==> src/rtl/app_scheduler.sv <==
// Top-level LED-board application scheduler: browse populated slots with the keys,
// launch one application, hold it enabled until it reports done or is aborted, then tear down.
module app_scheduler #(
  parameter int         N_APPS       = 8,
  parameter logic [7:0] APP_MASK     = 8'hFF,
  parameter int         TEARDOWN_CYC = 16,
  parameter int         SYNC_STAGES  = 2
) (
  input  logic       clk,
  input  logic       rst,
  input  logic [6:0] keys,
  input  logic [7:0] en_back,
  output logic [7:0] en_sub,
  output logic [2:0] sel,
  output logic       running,
  output logic       busy
);

  typedef enum logic [1:0] {
    MENU     = 2'd0,
    START    = 2'd1,
    RUN      = 2'd2,
    TEARDOWN = 2'd3
  } state_t;

  localparam logic [7:0] SLOT_RANGE = (N_APPS >= 8) ? 8'hFF : 8'((9'd1 << N_APPS) - 9'd1);
  localparam logic [7:0] MASK_EFF   = APP_MASK & SLOT_RANGE;
  localparam int         CNT_W      = (TEARDOWN_CYC > 1) ? $clog2(TEARDOWN_CYC) : 1;
  localparam logic [CNT_W-1:0] CNT_LOAD = CNT_W'(TEARDOWN_CYC - 1);
  localparam logic [2:0] LAST_SLOT  = 3'(N_APPS - 1);

  function automatic logic [2:0] lowest_slot(input logic [7:0] mask);
    logic [2:0] idx;
    logic       found;
    idx   = 3'd0;
    found = 1'b0;
    for (int i = 0; i < 8; i++) begin
      if (!found && mask[i]) begin
        idx   = 3'(i);
        found = 1'b1;
      end
    end
    return idx;
  endfunction

  // Walks around the ring (wrapping at N_APPS) to the nearest populated slot.
  function automatic logic [2:0] step_slot(input logic [2:0] cur, input logic fwd);
    logic [2:0] idx;
    logic [2:0] cand;
    logic       found;
    idx   = cur;
    cand  = cur;
    found = 1'b0;
    for (int i = 1; i < 8; i++) begin
      if (fwd) begin
        cand = (cand == LAST_SLOT) ? 3'd0 : cand + 3'd1;
      end else begin
        cand = (cand == 3'd0) ? LAST_SLOT : cand - 3'd1;
      end
      if (!found && MASK_EFF[cand]) begin
        idx   = cand;
        found = 1'b1;
      end
    end
    return idx;
  endfunction

  localparam logic [2:0] SEL_RST = lowest_slot(MASK_EFF);

  logic [SYNC_STAGES-1:0][3:0] key_sync_r;
  logic [SYNC_STAGES-1:0][7:0] back_sync_r;
  logic [3:0]       key_prev_r;
  logic             k_enter_r, k_next_r, k_prev_r, k_abort_r;
  logic [3:0]       key_edge_s;
  logic             back_s;
  logic             unused_keys_s;

  state_t           state_r, state_next_s;
  logic [2:0]       sel_r, sel_next_s;
  logic [CNT_W-1:0] cnt_r, cnt_next_s;
  logic [7:0]       en_sub_r;
  logic             running_r, busy_r;

  assign unused_keys_s = ^keys[5:3];
  assign key_edge_s    = key_sync_r[SYNC_STAGES-1] & ~key_prev_r;
  assign back_s        = |(back_sync_r[SYNC_STAGES-1] & (8'd1 << sel_r));

  // Input synchronizers and registered key rising-edge pulses.
  always_ff @(posedge clk or posedge rst) begin
    if (rst) begin
      key_sync_r  <= '0;
      back_sync_r <= '0;
      key_prev_r  <= 4'd0;
      k_enter_r   <= 1'b0;
      k_next_r    <= 1'b0;
      k_prev_r    <= 1'b0;
      k_abort_r   <= 1'b0;
    end else begin
      key_sync_r[0]  <= {keys[6], keys[2:0]};
      back_sync_r[0] <= en_back;
      for (int i = 1; i < SYNC_STAGES; i++) begin
        key_sync_r[i]  <= key_sync_r[i-1];
        back_sync_r[i] <= back_sync_r[i-1];
      end
      key_prev_r <= key_sync_r[SYNC_STAGES-1];
      k_enter_r  <= key_edge_s[0];
      k_next_r   <= key_edge_s[1];
      k_prev_r   <= key_edge_s[2];
      k_abort_r  <= key_edge_s[3];
    end
  end

  // Next-state, selection and teardown-counter logic.
  always_comb begin
    state_next_s = state_r;
    sel_next_s   = sel_r;
    cnt_next_s   = cnt_r;
    case (state_r)
      MENU: begin
        if (MASK_EFF == 8'h00) begin
          state_next_s = MENU;
        end else if (k_enter_r) begin
          // Enter always wins over browsing; it only launches when the slot is idle.
          if (MASK_EFF[sel_r] && !back_s) begin
            state_next_s = START;
          end else begin
            state_next_s = MENU;
          end
        end else if (k_next_r && !k_prev_r) begin
          sel_next_s = step_slot(sel_r, 1'b1);
        end else if (k_prev_r && !k_next_r) begin
          sel_next_s = step_slot(sel_r, 1'b0);
        end else begin
          sel_next_s = sel_r;
        end
      end
      START: begin
        state_next_s = RUN;
      end
      RUN: begin
        if (back_s || k_abort_r) begin
          state_next_s = TEARDOWN;
          cnt_next_s   = CNT_LOAD;
        end else begin
          state_next_s = RUN;
        end
      end
      TEARDOWN: begin
        if (cnt_r == '0) begin
          state_next_s = MENU;
        end else begin
          cnt_next_s = cnt_r - CNT_W'(1);
        end
      end
      default: begin
        state_next_s = MENU;
        cnt_next_s   = '0;
      end
    endcase
  end

  // State and registered outputs, decoded from the next state so they line up with it.
  always_ff @(posedge clk or posedge rst) begin
    if (rst) begin
      state_r   <= MENU;
      sel_r     <= SEL_RST;
      cnt_r     <= '0;
      en_sub_r  <= 8'hFF;
      running_r <= 1'b0;
      busy_r    <= 1'b0;
    end else begin
      state_r   <= state_next_s;
      sel_r     <= sel_next_s;
      cnt_r     <= cnt_next_s;
      en_sub_r  <= (state_next_s == RUN) ? ~(8'd1 << sel_next_s) : 8'hFF;
      running_r <= (state_next_s == RUN);
      busy_r    <= (state_next_s == START) || (state_next_s == TEARDOWN);
    end
  end

  assign en_sub  = en_sub_r;
  assign sel     = sel_r;
  assign running = running_r;
  assign busy    = busy_r;

endmodule
==> config.mk <==
export PLATFORM = sky130hd
export DESIGN_NAME = app_scheduler
export DESIGN_NICKNAME = d
export VERILOG_FILES = /design/src/rtl/app_scheduler.sv
export SDC_FILE = /design/constraint.sdc
export NUM_CORES = 1
export LEC_CHECK = 0
export CAP_MARGIN = 40
export CORE_MARGIN = 2
export CORE_UTILIZATION = 52
export CTS_BUF_LIST = sky130_fd_sc_hd__clkbuf_8 sky130_fd_sc_hd__clkbuf_16
export CTS_CLUSTER_DIAMETER = 120
export CTS_CLUSTER_SIZE = 20
export DETAILED_ROUTE_END_ITERATION = 8
export PLACE_DENSITY = 0.81
export SYNTH_ARGS = -nofsm -noshare
export SYNTH_HDL_FRONTEND = slang
export SYNTH_SLANG_ARGS = --single-unit
==> constraint.sdc <==
create_clock -name clk -period 2.4 [get_ports clk]
set_clock_uncertainty 0.05 [all_clocks]
set_input_delay 0.36 -clock clk [delete_from_list [all_inputs] [get_ports clk]]
set_output_delay 0.36 -clock clk [all_outputs]
set_load 0.01 [all_outputs]
The clock network:
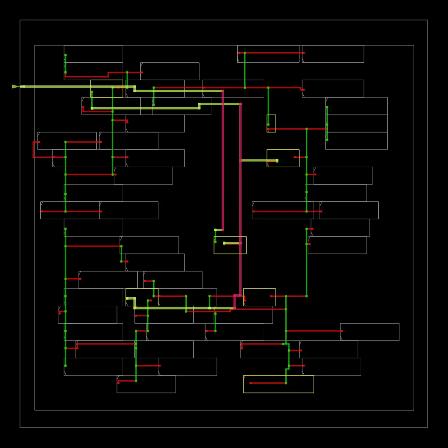
TritonCTS Sinks: 50
number of flip-flops and latches: 50
final-layout clock buffer total: 5
TritonCTS buffer count: 5
clock distribution power: 0.546 mW

Where the registers sit:
Bar = 20 um. Other sequential cells in the stronger grey, the rest of the logic in the fainter grey.
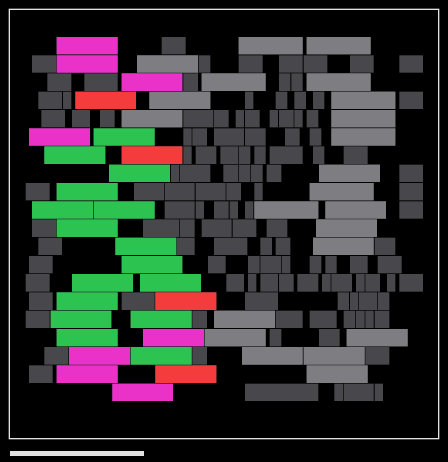
- green: back_sync_r (placed flops 16)
- red: key_prev_r (placed flops 4)
- magenta: key_sync_r (placed flops 8)
- not coloured: 22
sequential logic power: 1.12 mW
sequential cell area share: 55.38%
fin util: 67.26%
sequential cell area: 1262 um^2

Selected gate families:
Bar = 20 um.
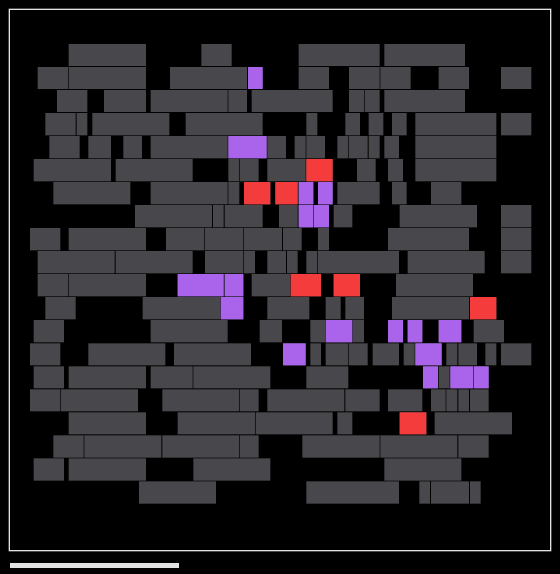
- purple: aoi and oai cells (cells 18; most used a21oi_1)
- red: non-inverting ao/oa cells (cells 7; most used o31a_1; where middle)

Ports around the boundary:
Pins as bars across the die edge, other pins in grey.
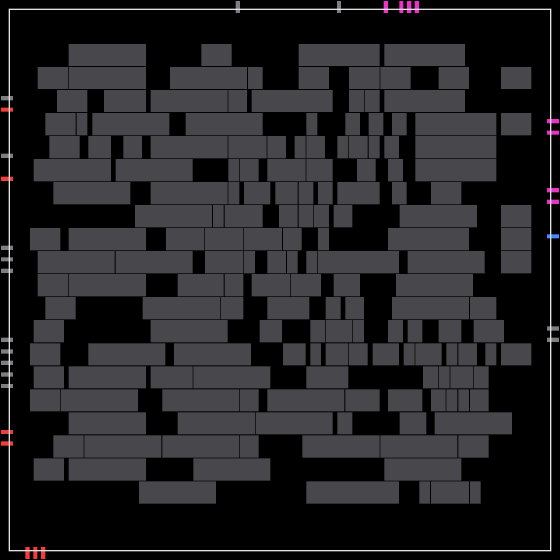
- magenta: en_sub (pins 8; direction output; edge 4 top, 4 right)
- blue: running (pins 1; direction output; edge right)
- red: keys (pins 7; direction input; edge 4 left, 3 bottom)
- all pins by edge: 14 left, 7 right, 6 top, 3 bottom

Wiring by layer:
Only two layers are drawn.
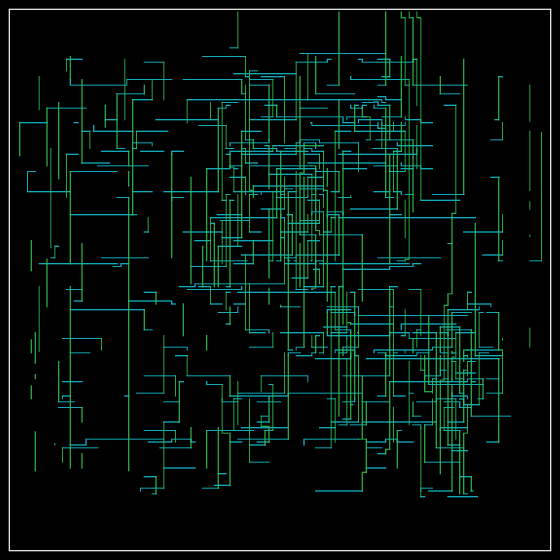
- cyan: metal 1 (wire length 1160 um)
- green: metal 2 (wire length 1510 um)
Overall Global Routing Usage: 17.25%
Total Wirelength: 2.857 mm
Wirelength per Cell: 13.05 um
via count: 1162

==> commit_impl_results.txt <==
Update PnR metrics after Yosys + OpenROAD run

- Final setup violating endpoints: 0
- Worst path arrival time: ~2.4 ns
- CTS reports a maximum clock tree buffer depth of 2.
* Die extent in y: 63.80 um
- Count of unresolved DRC violations after routing: 0
- Fraction of power spent switching nets: 31.59%
- Final nets: 198
* Flop pwr share: roughly 45%
* Hold EP: back_sync_r[8]$_DFF_PP0_
- The finished layout holds 219 standard cells, fillers aside.
* Power Density: roughly 1100 nW/um^2
* Leakage power: 1.005 nW
* Portion of total power attributed to combinational logic: 32.5%
- CTS tree: built
- VDD sags by at most about 0.53 mV.
* Routed length on met2: 1.505 mm
- Cells after synthesis: 141
- Top flip-flop cell by instance count after synthesis: sky130_fd_sc_hd__dfrtp_1
- Along the worst hold path, the cell count comes to 0.
* Fin Hold WS: 0.2982 ns
- The synthesized netlist was found by Yosys to have 141 cells.
- Internal power: between 1.5 and 2 mW
- For this run the aggregate overflow at the end of global routing stands at 0.
- Clock latency on the worst-skew pair, taken at its later pin, is between 0.2 and 0.3 ns.
- After filler insertion, the fill cell instance count of the layout stands at about 250.
- Top-Level Pins: 30
- Hold-check failures listed in the final report amount to 0.
- Between the synthesized netlist and the finished layout, the area growth was recorded as 22.61%.
- In the routed layout, each cell is associated on average with a via count of 5.306.
* Least-Margin Pin Slew: 0.5705 ns
* Fraction of layout instances using a drive strength above 1: between 10 and 15%
* Asr flop ratio synth: 100.0%
* Non-clk invs: 12
- Most area-hungry cell class in the final design: registers
* Initial Utilization: a little over half
- Layout buffer count excluding clock buffers: 27
- Part of the total power dissipated in the clock network: between 20 and 25%
- The congestion estimate from routability-driven global placement came to roughly 0.8.
* Max-Cap Viols: 0
- The top cell types in the final layout, fill and taps aside, are sky130_fd_sc_hd__dfrtp_1, sky130_fd_sc_hd__clkdlybuf4s50_1, sky130_fd_sc_hd__inv_1, sky130_fd_sc_hd__nand3_1.
* Run status: completed
* Tightest Hold Check Type: register to register
- According to the timing report, the data required time at the worst endpoint equals ~2.5 ns.
- The most critical setup path has its startpoint at sel[1]$_DFF_PP0_.
- Cell at the root of the clock tree: sky130_fd_sc_hd__clkbuf_8
* Number of enable flip-flop cells: 0
- The worst-case reg-to-reg setup slack stands at 0.15 ns.
- The worst setup path is captured at a register.
- R2R Path Start: sel[1]$_DFF_PP0_
- Die area: roughly 4000 um^2
* Logic gate fraction of the total cell area: a little under a quarter
- Part of the Yosys area used for sequential elements: slightly below 70%
- The count of nets left with antenna violations once routing finished came out at 0.
- Initial antenna violation count: 0
* Post-route setup slack: 0.1460 ns
* Global-route wire length before repair: 5.175 mm
- Maximum number of pins on one net before global-route repair: 51
* Diodes inserted: 0
- The via count of the first global-routing pass came to 1186.
- Die X: 63.80 um
- The global router reports that the layer with the highest usage is met2.
* Top fanout value on the critical path: 5
- The area taken by multi-input combinational cells is reported as ~540 um^2.
* Number of buffers inserted to repair setup after CTS: 0
- Multi-input gates: approximately 77
* Synthesized Nets: 166
- Detailed placement finished with a half-perimeter wire length of roughly 2.1 mm.
- Maximum clock frequency: 0.4436 GHz
- RSZ-0062 raised after global routing: false
- For the finished layout, the period the worst path requires is 2.254 ns.
- On met1, the global router reports a usage of 20.00%.
- Type of the setup path with the least slack: register to register
* Pre-antenna DRT Iters: 4
- The region available for standard cell placement spans 3390 um^2.
[synthesized netlist by cell type, types with 2 or more instances]
master                     count  area, um^2
sky130_fd_sc_hd__a21oi_1       5       25.02
sky130_fd_sc_hd__a22oi_1       2       15.01
sky130_fd_sc_hd__and2_1        2       12.51
sky130_fd_sc_hd__dfrtp_1      42        1051
sky130_fd_sc_hd__dfstp_2       8       210.2
sky130_fd_sc_hd__ha_1          8       100.1
sky130_fd_sc_hd__inv_1        12       45.04
sky130_fd_sc_hd__nand2_1       8       30.03
sky130_fd_sc_hd__nand2b_1      2       12.51
sky130_fd_sc_hd__nand3_1       9       45.04
sky130_fd_sc_hd__nor2b_1       7       43.79
sky130_fd_sc_hd__nor3_1        3       15.01
sky130_fd_sc_hd__o21ai_0       4       20.02
sky130_fd_sc_hd__o31a_1        2       17.52
sky130_fd_sc_hd__or2_2         2       12.51
sky130_fd_sc_hd__or3_1         3       18.77
[worst max-delay path, stage by stage (launching register included)]
cell and delay (ns):
sky130_fd_sc_hd__dfrtp_1 0.43, sky130_fd_sc_hd__inv_1 0.12, sky130_fd_sc_hd__ha_1 0.24, sky130_fd_sc_hd__a22oi_1 0.18, sky130_fd_sc_hd__a31oi_1 0.18, sky130_fd_sc_hd__or4_4 0.52
sky130_fd_sc_hd__and2_4 0.18, sky130_fd_sc_hd__mux2_2 0.25
[state kept, by name (all words and copies together), names as in the netlist]
name	cells
back_sync_r	16
cnt_r	4
en_sub	8
k_abort_r	1
k_enter_r	1
k_next_r	1
k_prev_r	1
key_prev_r	4
key_sync_r	8
running	1
sel	3
state_r	2
[cells by family after synthesis]
family	synth area share, %
DFF	67.83
and+or+nand+nor	12.65
AOI/OAI and AO/OA	10.09
buffers and inverters	2.893
adders and majority gates	5.384
muxes	1.144
No activity file was given, so power comes from the tool's default toggle rates.
